### Met1 routing

Scale bar: 50 µm. Supply wires on this layer in gray.
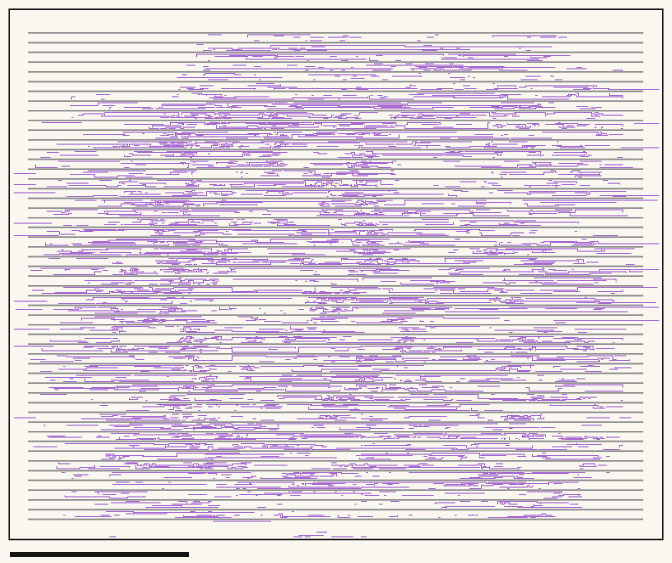
### The metal 2 layer

Cells faint in the background.
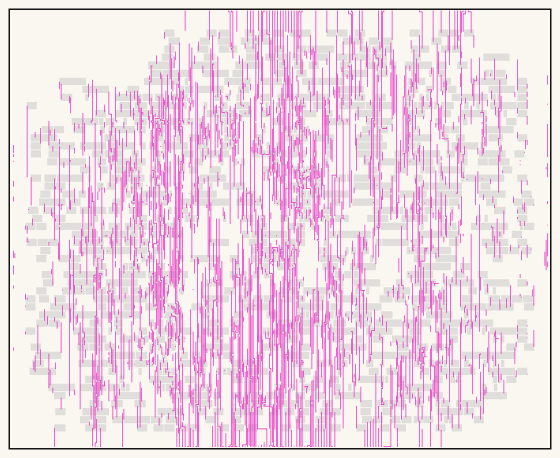
### Metal 3

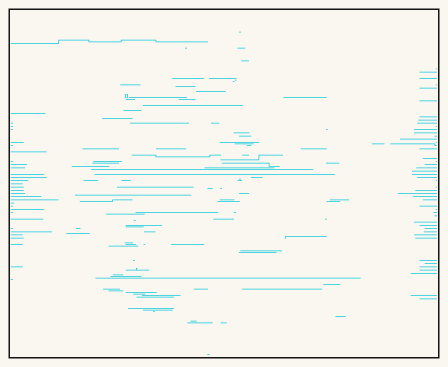
<file path="src/rtl/mips_ctrl_pkg.sv">
// Shared MIPS control-transfer definitions: opcode/funct encodings, the
// branch-resolve FSM state type and small instruction-classification helpers.
package mips_ctrl_pkg;

    localparam logic [5:0] OP_SPECIAL = 6'h00;
    localparam logic [5:0] OP_J       = 6'h02;
    localparam logic [5:0] OP_JAL     = 6'h03;
    localparam logic [5:0] OP_BEQ     = 6'h04;
    localparam logic [5:0] OP_BNE     = 6'h05;
    localparam logic [5:0] OP_BLEZ    = 6'h06;
    localparam logic [5:0] OP_BGTZ    = 6'h07;

    localparam logic [5:0] FN_JR      = 6'h08;
    localparam logic [5:0] FN_JALR    = 6'h09;

    typedef enum logic [1:0] {
        ST_IDLE     = 2'd0,
        ST_RESOLVE  = 2'd1,
        ST_REDIRECT = 2'd2
    } br_state_t;

    // Register-indirect jump (jr / jalr)
    function automatic logic is_reg_jump(input logic [31:0] instr);
        return (instr[31:26] == OP_SPECIAL) &&
               ((instr[5:0] == FN_JR) || (instr[5:0] == FN_JALR));
    endfunction

    // Any instruction that can redirect fetch
    function automatic logic is_ctrl_xfer(input logic [31:0] instr);
        logic result;
        case (instr[31:26])
            OP_J, OP_JAL, OP_BEQ, OP_BNE, OP_BLEZ, OP_BGTZ: result = 1'b1;
            OP_SPECIAL:                                      result = is_reg_jump(instr);
            default:                                         result = 1'b0;
        endcase
        return result;
    endfunction

    // Control transfers that write the link register (jal / jalr)
    function automatic logic is_link_xfer(input logic [31:0] instr);
        return (instr[31:26] == OP_JAL) ||
               ((instr[31:26] == OP_SPECIAL) && (instr[5:0] == FN_JALR));
    endfunction

endpackage

</file>
<file path="src/rtl/branch_cond_eval.sv">
// Branch condition evaluator. Unconditional transfers (j, jal, SPECIAL jumps)
// report taken; the caller is responsible for only presenting SPECIAL when
// the funct field is jr/jalr.
module branch_cond_eval
    import mips_ctrl_pkg::*;
(
    input  logic [5:0]  opcode,
    input  logic [31:0] rs,
    input  logic [31:0] rt,
    output logic        taken
);

    logic rs_zero_s;

    assign rs_zero_s = (rs == 32'd0);

    // Condition decode per opcode
    always_comb begin
        taken = 1'b0;
        case (opcode)
            OP_BEQ:     taken = (rs == rt);
            OP_BNE:     taken = (rs != rt);
            OP_BLEZ:    taken = rs[31] | rs_zero_s;
            OP_BGTZ:    taken = ~rs[31] & ~rs_zero_s;
            OP_J,
            OP_JAL,
            OP_SPECIAL: taken = 1'b1;
            default:    taken = 1'b0;
        endcase
    end

endmodule

</file>
<file path="src/rtl/branch_resolve_unit.sv">
// Decode-side branch resolution: captures control transfers from fetch,
// resolves them one cycle later with register operands (delay slot in
// flight), and presents a one-or-more-cycle redirect back to fetch.
module branch_resolve_unit
    import mips_ctrl_pkg::*;
#(
    parameter logic [31:0] RESET_PC = 32'h00400000
)(
    input  logic        clk,
    input  logic        reset,
    input  logic [31:0] instr_in,
    input  logic [31:0] pc_seq_in,
    input  logic        stall_in,
    input  logic [31:0] rs_data_in,
    input  logic [31:0] rt_data_in,
    output logic [31:0] next_pc_out,
    output logic        jump_branch_out,
    output logic        link_valid_out,
    output logic [31:0] link_addr_out,
    output logic        misalign_out
);

    // RESET_PC is reserved; fetch owns the boot address in this revision.
    if (RESET_PC[1:0] != 2'b00) begin : g_reset_pc_unaligned
    end

    br_state_t   state_r;
    br_state_t   next_state_s;
    logic [31:0] instr_q;
    logic [31:0] pc_seq_q;
    logic [31:0] target_q;
    logic [31:0] link_addr_r;

    logic [5:0]  opcode_s;
    logic        taken_s;
    logic        is_reg_s;
    logic        is_link_s;
    logic        capture_s;
    logic        advance_s;
    logic [31:0] branch_off_s;
    logic [31:0] target_s;

    assign opcode_s     = instr_q[31:26];
    assign is_reg_s     = is_reg_jump(instr_q);
    assign is_link_s    = is_link_xfer(instr_q);
    assign branch_off_s = {{14{instr_q[15]}}, instr_q[15:0], 2'b00};
    assign capture_s    = (state_r == ST_IDLE) && !stall_in && is_ctrl_xfer(instr_in);
    assign advance_s    = (state_r == ST_RESOLVE) && !stall_in;

    branch_cond_eval u_cond (
        .opcode (opcode_s),
        .rs     (rs_data_in),
        .rt     (rt_data_in),
        .taken  (taken_s)
    );

    // Redirect target selection for the captured instruction
    always_comb begin
        target_s = pc_seq_q + branch_off_s;
        if (is_reg_s) begin
            target_s = {rs_data_in[31:2], 2'b00};
        end else if ((opcode_s == OP_J) || (opcode_s == OP_JAL)) begin
            target_s = {pc_seq_q[31:28], instr_q[25:0], 2'b00};
        end else begin
            target_s = pc_seq_q + branch_off_s;
        end
    end

    // Next-state logic: IDLE -> RESOLVE -> (REDIRECT) -> IDLE, stalls hold
    always_comb begin
        next_state_s = state_r;
        case (state_r)
            ST_IDLE: begin
                if (capture_s) begin
                    next_state_s = ST_RESOLVE;
                end else begin
                    next_state_s = ST_IDLE;
                end
            end
            ST_RESOLVE: begin
                if (!advance_s) begin
                    next_state_s = ST_RESOLVE;
                end else if (taken_s) begin
                    next_state_s = ST_REDIRECT;
                end else begin
                    next_state_s = ST_IDLE;
                end
            end
            ST_REDIRECT: begin
                if (stall_in) begin
                    next_state_s = ST_REDIRECT;
                end else begin
                    next_state_s = ST_IDLE;
                end
            end
            default: next_state_s = ST_IDLE;
        endcase
    end

    // State register; reset aborts any in-flight transfer
    always_ff @(posedge clk or negedge reset) begin
        if (!reset) begin
            state_r <= ST_IDLE;
        end else begin
            state_r <= next_state_s;
        end
    end

    // Capture the transfer and its link address, latch the resolved target
    always_ff @(posedge clk or negedge reset) begin
        if (!reset) begin
            instr_q     <= 32'd0;
            pc_seq_q    <= 32'd0;
            target_q    <= 32'd0;
            link_addr_r <= 32'd0;
        end else begin
            if (capture_s) begin
                instr_q     <= instr_in;
                pc_seq_q    <= pc_seq_in;
                link_addr_r <= pc_seq_in + 32'd4;
            end
            if (advance_s && taken_s) begin
                target_q <= target_s;
            end
        end
    end

    // Pulses are tied to the advancing RESOLVE cycle so operands are valid
    assign link_valid_out  = advance_s && is_link_s;
    assign misalign_out    = advance_s && is_reg_s && (rs_data_in[1:0] != 2'b00);
    assign link_addr_out   = link_addr_r;
    assign jump_branch_out = (state_r == ST_REDIRECT);
    assign next_pc_out     = (state_r == ST_REDIRECT) ? target_q : pc_seq_in;

endmodule

</file>
<file path="config.mk">
export PLATFORM = sky130hd
export DESIGN_NAME = branch_resolve_unit
export DESIGN_NICKNAME = d
export VERILOG_FILES = /design/src/rtl/mips_ctrl_pkg.sv /design/src/rtl/branch_cond_eval.sv /design/src/rtl/branch_resolve_unit.sv
export SDC_FILE = /design/constraint.sdc
export NUM_CORES = 1
export LEC_CHECK = 0
export CAP_MARGIN = 15
export CORE_ASPECT_RATIO = 0.8
export CORE_MARGIN = 5
export CORE_UTILIZATION = 35
export CTS_CLUSTER_SIZE = 10
export DETAILED_ROUTE_END_ITERATION = 8
export PLACE_DENSITY_LB_ADDON = 0.05
export SETUP_SLACK_MARGIN = 0.2
export SYNTH_ARGS = -nofsm -noshare
export SYNTH_HDL_FRONTEND = slang
export SYNTH_SLANG_ARGS = --single-unit
export TNS_END_PERCENT = 5
</file>
<file path="constraint.sdc">
create_clock -name clk -period 3.7 [get_ports clk]
set_input_delay 0.74 -clock clk [delete_from_list [all_inputs] [get_ports clk]]
set_output_delay 0.74 -clock clk [all_outputs]
set_load 0.02 [all_outputs]
</file>
==> flow_summary.json <==
{
  "p_sw_share_pct": 38.2,
  "clock_tree.root_cell": "sky130_fd_sc_hd__clkbuf_16",
  "layout.cells.most_common_list": "sky130_fd_sc_hd__clkdlybuf4s50_1 (196), sky130_fd_sc_hd__dfrtp_1 (128), sky130_fd_sc_hd__mux2_2 (96)",
  "critical-path-slowest-cell": "sky130_fd_sc_hd__clkdlybuf4s50_1",
  "ctsHtreeMaxLevel": 4,
  "synth.yosys.warnings": 0,
  "final_setup_margin_ps": 415,
  "post_detailed_placement_cell_area_um2": 10900,
  "internal_power_component_w": 0.00448,
  "avgSynthCellArea_um2": 9.62,
  "report.final.setup_viol": 0,
  "die_width_um": 182,
  "log.warning_count": 27,
  "layout.non_clock_inverters": 12,
  "stdcell_area_um2": 11500,
  "ff_type": "sky130_fd_sc_hd__dfrtp_1",
  "initial_utilization_pct": 35.5,
  "worst_setup_path_end_kind": "output port",
  "grt_pass1_vias": 7341,
  "insertion_delay_ps": 430,
  "cts_hold_buffers": 0,
  "core_area_um2": 23400,
  "place_ws_ps": 217,
  "buffer_depth_of_the_longest_clock_path": 2,
  "comb_share_pct": 42.3,
  "final-seq-area_um2": 3200,
  "synth.distinct_cells": 73,
  "clkSinkCount": 128,
  "clk_pin_slew_ps": 60,
  "relative_area_of_non_clock_buffer_cells_in_the_final_design_pct": 20.5,
  "first_pass_iters": 5,
  "fin_util_pct": 49.2,
  "area_leaders": "sky130_fd_sc_hd__dfrtp_1 (39%), sky130_fd_sc_hd__mux2_2 (13%), sky130_fd_sc_hd__xor2_1 (6.2%)",
  "yosysChipArea_um2": 8310,
  "top_area_share_pct": 38.5,
  "netlist_instances": 864,
  "tapcell_count": 312,
  "crit_path_cell_trace": "nor4_1 > and3_1 > a22oi_1 > nor2_1 > clkdlybuf4s50_1",
  "timing_worst_slew_pin_value_ps": 888,
  "violation_tally_from_detailed_route_iteration_zero": 574,
  "post_synth_most_frequent_cells": "sky130_fd_sc_hd__dfrtp_1 (128), sky130_fd_sc_hd__mux2_2 (96), sky130_fd_sc_hd__nand2_1 (77)",
  "antenna_left": 0,
  "cts-resized-gates": 0,
  "seq-cell-share_pct": 27.8,
  "final-hold-violation-count": 0,
  "cts_tree": "yes",
  "numCtsBuffers": 17,
  "final.setup_skew_ps": 13.0,
  "powerDensity_nw_per_um2": 630,
  "async_flop_share_pct": 100,
  "post_route_clock_period_utilization_pct": 88.8,
  "grt-ovfl-total": 0,
  "power.largest_group": "combinational logic",
  "grt_antenna_before_repair": 2,
  "hold_ws_ps": 327,
  "synth.net_count": 1026,
  "route.detailed.wl_per_inst_um": 21.9,
  "final_layout_size_suffix_gt1_share_pct": 17.2,
  "route.detailed.vias_per_inst": 5.32,
  "filler_cell_count": 2294,
  "grt_max_degree": 75,
  "gpl.final_weighted_congestion": 0.931,
  "synth_seq_share_pct": 38.5,
  "finalPower_w": 0.00726,
  "yosysCellCount": 864,
  "dp_hpwl_mm": 23.8,
  "rrSetupSlack_ps": 470,
  "finalNetCount": 1238,
  "yosys.area.top_type": "sky130_fd_sc_hd__dfrtp_1",
  "run_status": "complete, no violations",
  "critical_path.max_fanout": 4,
  "multi_input_comb_area_um2": 4870,
  "buffering_stage_count_on_the_worst_path_with_inverters_included": 1,
  "max_slew_margin_pct": 40.6,
  "floorplan.rows": 50,
  "post-route-drc-count": 0,
  "critical_path.endpoint": "link_valid_out",
  "critical_path_required_ps": 2960,
  "power.sequential.fraction_pct": 29.9
}
Back to the opening pictures, 'Met1 routing':
The longest straight run is 67.6 µm. The wires run mostly horizontal. The layer carries 15,000 µm of wire. The layer holds 49% of the routed length. 1,119 nets have wire on it.
met1 track demand over resource: 33.8%
wirelength, routed: 30.7 mm
vias: 7,467

Back to the opening pictures, 'The metal 2 layer':
The layer holds 43% of the routed length. 1,031 nets have wire on it. The wires run mostly vertical. The layer carries 13,100 µm of wire. The longest straight run is 68.0 µm.

Back to the opening pictures, 'Metal 3':
The layer carries 1,900 µm of wire. The wires run mostly horizontal.
GR Layer Usage met3: 4.67%

==> logic make-up (layout without fill, tap and decap cells) <==
kind of cell             after synthesis  count (layout)  share of synthesized area [%]
buffers and inverters                 57             282                           3.08
adder cells (fa/ha/maj)               31              31                           4.76
other                                  0               3                              0
XOR/XNOR                              78              78                           8.22
AND-OR/OR-AND                        215             215                           17.2
flip-flops                           128             128                           38.5
AND/OR/NAND/NOR                      252             252                           14.3
multiplexers                         103             103                           13.9
==> flip-flops by register name, summed over array words and instances, names as in the netlist <==
name           count
state_r            2
target_q          32
link_addr_out     30
instr_q           32
pc_seq_q          32
==> routing by layer <==
layer,track usage [%],share of wire (%)
met2,32.2,43
met5,0,0
met3,4.67,6.2
met1,33.8,49
met4,6.75,2.2
